congestion.png
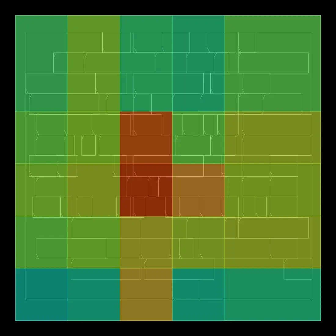
logic_types.png
Drawn at 12 px/um.
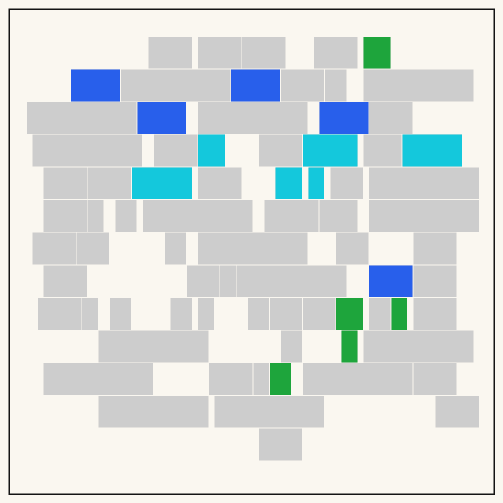
<file path="src/rtl/irq_encoder_ctrl.sv">
// Four-line interrupt edge detector with mask, pending register and a
// non-preemptive IDLE/PRESENT grant FSM. Define IRQ_SYNC_EN for a 2-flop input synchronizer.
module irq_encoder_ctrl #(
   parameter logic [3:0] MASK_RST = 4'b0000
) (
   input  logic       clk,
   input  logic       rst_n,
   input  logic [3:0] irq,
   input  logic       mask_we,
   input  logic [3:0] mask_d,
   input  logic       ack,
   output logic [3:0] mask,
   output logic [3:0] pend,
   output logic       valid,
   output logic [1:0] y
);

   typedef enum logic {IDLE, PRESENT} state_t;

   state_t     state;
   logic [3:0] irq_s;
   logic [3:0] irq_d;
   logic [3:0] rise;
   logic [3:0] clr;
   logic [3:0] elig;

`ifdef IRQ_SYNC_EN
   logic [3:0] sync_p0;
   logic [3:0] sync_p1;

   // Synchronizer stages: irq -> sync_p0 -> sync_p1
   always_ff @(posedge clk or negedge rst_n) begin
      if (!rst_n) begin
         sync_p0 <= '0;
         sync_p1 <= '0;
      end else begin
         sync_p0 <= irq;
         sync_p1 <= sync_p0;
      end
   end

   assign irq_s = sync_p1;
`else
   assign irq_s = irq;
`endif

   function automatic logic [1:0] prio_enc(input logic [3:0] v);
      logic [1:0] idx;
      idx = 2'd0;
      casez (v)
         4'b1???: idx = 2'd3;
         4'b01??: idx = 2'd2;
         4'b001?: idx = 2'd1;
         default: idx = 2'd0;
      endcase
      return idx;
   endfunction

   assign rise = irq_s & ~irq_d;
   assign elig = pend & ~mask;

   always_comb begin
      clr = '0;
      if (state == PRESENT && ack)
         clr[y] = 1'b1;
   end

   // Edge detect / pending / grant stage; a new rise wins over a same-edge clear
   always_ff @(posedge clk or negedge rst_n) begin
      if (!rst_n) begin
         irq_d <= '0;
         pend  <= '0;
         mask  <= MASK_RST;
         state <= IDLE;
         valid <= 1'b0;
         y     <= 2'b00;
      end else begin
         irq_d <= irq_s;
         pend  <= (pend & ~clr) | rise;
         if (mask_we)
            mask <= mask_d;
         case (state)
            IDLE: begin
               if (|elig) begin
                  state <= PRESENT;
                  valid <= 1'b1;
                  y     <= prio_enc(elig);
               end
            end
            PRESENT: begin
               if (ack) begin
                  state <= IDLE;
                  valid <= 1'b0;
                  y     <= 2'b00;
               end
            end
            default: begin
               state <= IDLE;
               valid <= 1'b0;
               y     <= 2'b00;
            end
         endcase
      end
   end

endmodule

</file>
<file path="config.mk">
export PLATFORM = sky130hd
export DESIGN_NAME = irq_encoder_ctrl
export DESIGN_NICKNAME = d
export VERILOG_FILES = /design/src/rtl/irq_encoder_ctrl.sv
export SDC_FILE = /design/constraint.sdc
export NUM_CORES = 1
export LEC_CHECK = 0
export CAP_MARGIN = 20
export CORE_UTILIZATION = 45
export CTS_CLUSTER_DIAMETER = 200
export DETAILED_ROUTE_END_ITERATION = 8
export GPL_ROUTABILITY_DRIVEN = 0
export PLACE_DENSITY = 0.85
export SETUP_SLACK_MARGIN = 0.2
export SYNTH_ARGS = -nofsm -noshare
export SYNTH_HDL_FRONTEND = slang
export SYNTH_SLANG_ARGS = --single-unit
</file>
<file path="constraint.sdc">
create_clock -name clk -period 2.8 [get_ports clk]
set_input_delay 0.56 -clock clk [delete_from_list [all_inputs] [get_ports clk]]
set_output_delay 0.56 -clock clk [all_outputs]
set_load 0.03 [all_outputs]
</file>
==> results.toml <==
# physical design summary
[status]
status = "completed"

[synth]
synth_flops = 16
synth_seq_share = 0.607
mux_share = 0.0835
synthesis.nets = 64
yosys_area_um2 = 659
yosys.area_share.adder = 0
syn-mean-instance-area_um2 = 12.7

[floorplanning]
core_um2 = 1330
fp_util = 0.494
rows = 13
die_h_um = 40.3

[power_and_ir_drop]
power_frac_clock = 0.158
seqPwrFrac = 0.447
power_frac_comb = 0.395
power.share.switching = 0.367
netSwitchingPower_w = 0.000267
p_int_w = 0.000462

[final_layout]
nFillCells = 101
comb_area_um2 = 229
mostFrequentLayoutCells = "clkdlybuf4s50_1 (22), dfrtp_1 (16), o21ai_0 (6), inv_1 (5), mux2_2 (4)"

[cts]
clock_path_buffers = 2
cts_made_buffers = 3
cts_tree = "yes"
htreeDepth = 1

[sta]
period_used_share = 0.706
fin_crit_ns = 1.98
slew_headroom = 0.529
hold_viol = 0
fin_skew_ns = 0.00788

[worst_setup_path]
slowest_delay_ns = 0.70
endpoint_kind = "output pin"
cp_max_fo = 4
critical_path_buf_inv_count = 1
required_ns = 2.24

[detailed_routing]
drt_iter0_markers = 0
ant_nets = 0
drt-total-wl_um = 1250

[global_route]
grt_overflow = 0
-- congestion.png (at the start) --
Avg WL per Cell: 13.8 um
met2 usage: 0.294
Total GRT Usage: 0.180
GR peak layer: met2

-- logic_types.png (at the start) --
Key: nor cells = cyan [cells 6]; nand cells = green [cells 5]; mux cells = blue [cells 5]
fin cells: 91
fraction of area in multi-input gates: 0.252
top logic cell by instance count in the layout: clkdlybuf4s50_1

-- cell families (layout without fill, tap and decap cells) --
logic type / after synthesis / count (layout)
flops: 16 / 16
buf+inv: 6 / 30
mux: 5 / 5
simple gates: 11 / 11
compound gates: 14 / 14
-- worst paths after layout --
check | start | to | slack (ns) | depth (start not counted)
min | irq_d[0] | pend[0] | 0.42 | 1
max in group asynchronous | rst_n | pend[3] | 1.65 | 1
max | mask[2] | mask[2] | 0.82 | 1
min in group asynchronous | rst_n | valid | 0.69 | 1
max reg2reg | pend[2] | state | 1.68 | 3
min reg2reg | irq_d[0] | pend[0] | 0.42 | 1
-- per-stage QoR --
step	setup WS (ns)	power [W]	hold slack [ns]	cell area, um2
CTS	0.822	0.000735	0.434	910
global route	0.778	0.000774	0.448	910
global placement	1.15	0.000614	0.404	887
floorplan	1.62	0.000497	0.264	659
finish	0.823	0.000729	0.418	910
detailed placement	1.13	0.000619	0.422	887
-- synthesized netlist by cell type --
cell and n:
a21oi_1 1, buf_6 1, dfrtp_1 16, inv_1 5, mux2_2 4, mux2i_1 1
nand2_1 2, nand2b_1 2, nand3_1 1, nor2_1 1, nor2b_1 2, nor2b_4 2
nor4_2 1, o21ai_0 6, o21ai_1 1, o22ai_2 1, o2bb2ai_1 1, o31a_1 1
o31ai_1 3
-- power by group through the flow --
stage                     logic, W  registers (W)  clock network, W
after floorplan           0.000101       0.000396                 0
after global placement    0.000286       0.000328                 0
after detailed placement  0.000289       0.000330                 0
after CTS                 0.000290       0.000326          0.000118
after global routing      0.000310       0.000333          0.000131
final                     0.000288       0.000326          0.000115
-- registers in the layout, indices dropped and copies added, names as in the netlist --
| signal | cells |
|---|---|
| irq_d | 4 |
| mask | 4 |
| pend | 4 |
| y | 2 |
| state | 1 |
| valid | 1 |
-- layout make-up --
class | count | share of cell area
inverter | 5 | 0.0206
timing repair buffer | 22 | 0.242
clock buffer | 3 | 0.0248
multi-input combinational | 30 | 0.252
tap | 15 | 0.0206
sequential | 16 | 0.440
-- layer usage --
metal / share of wire / routed length, um
met5: 0 / 0
met3: 0.058 / 73
met2: 0.48 / 601
met1: 0.45 / 566
met4: 0.0096 / 12
Power figures rest on the tool's default switching activity, not on a simulated workload.
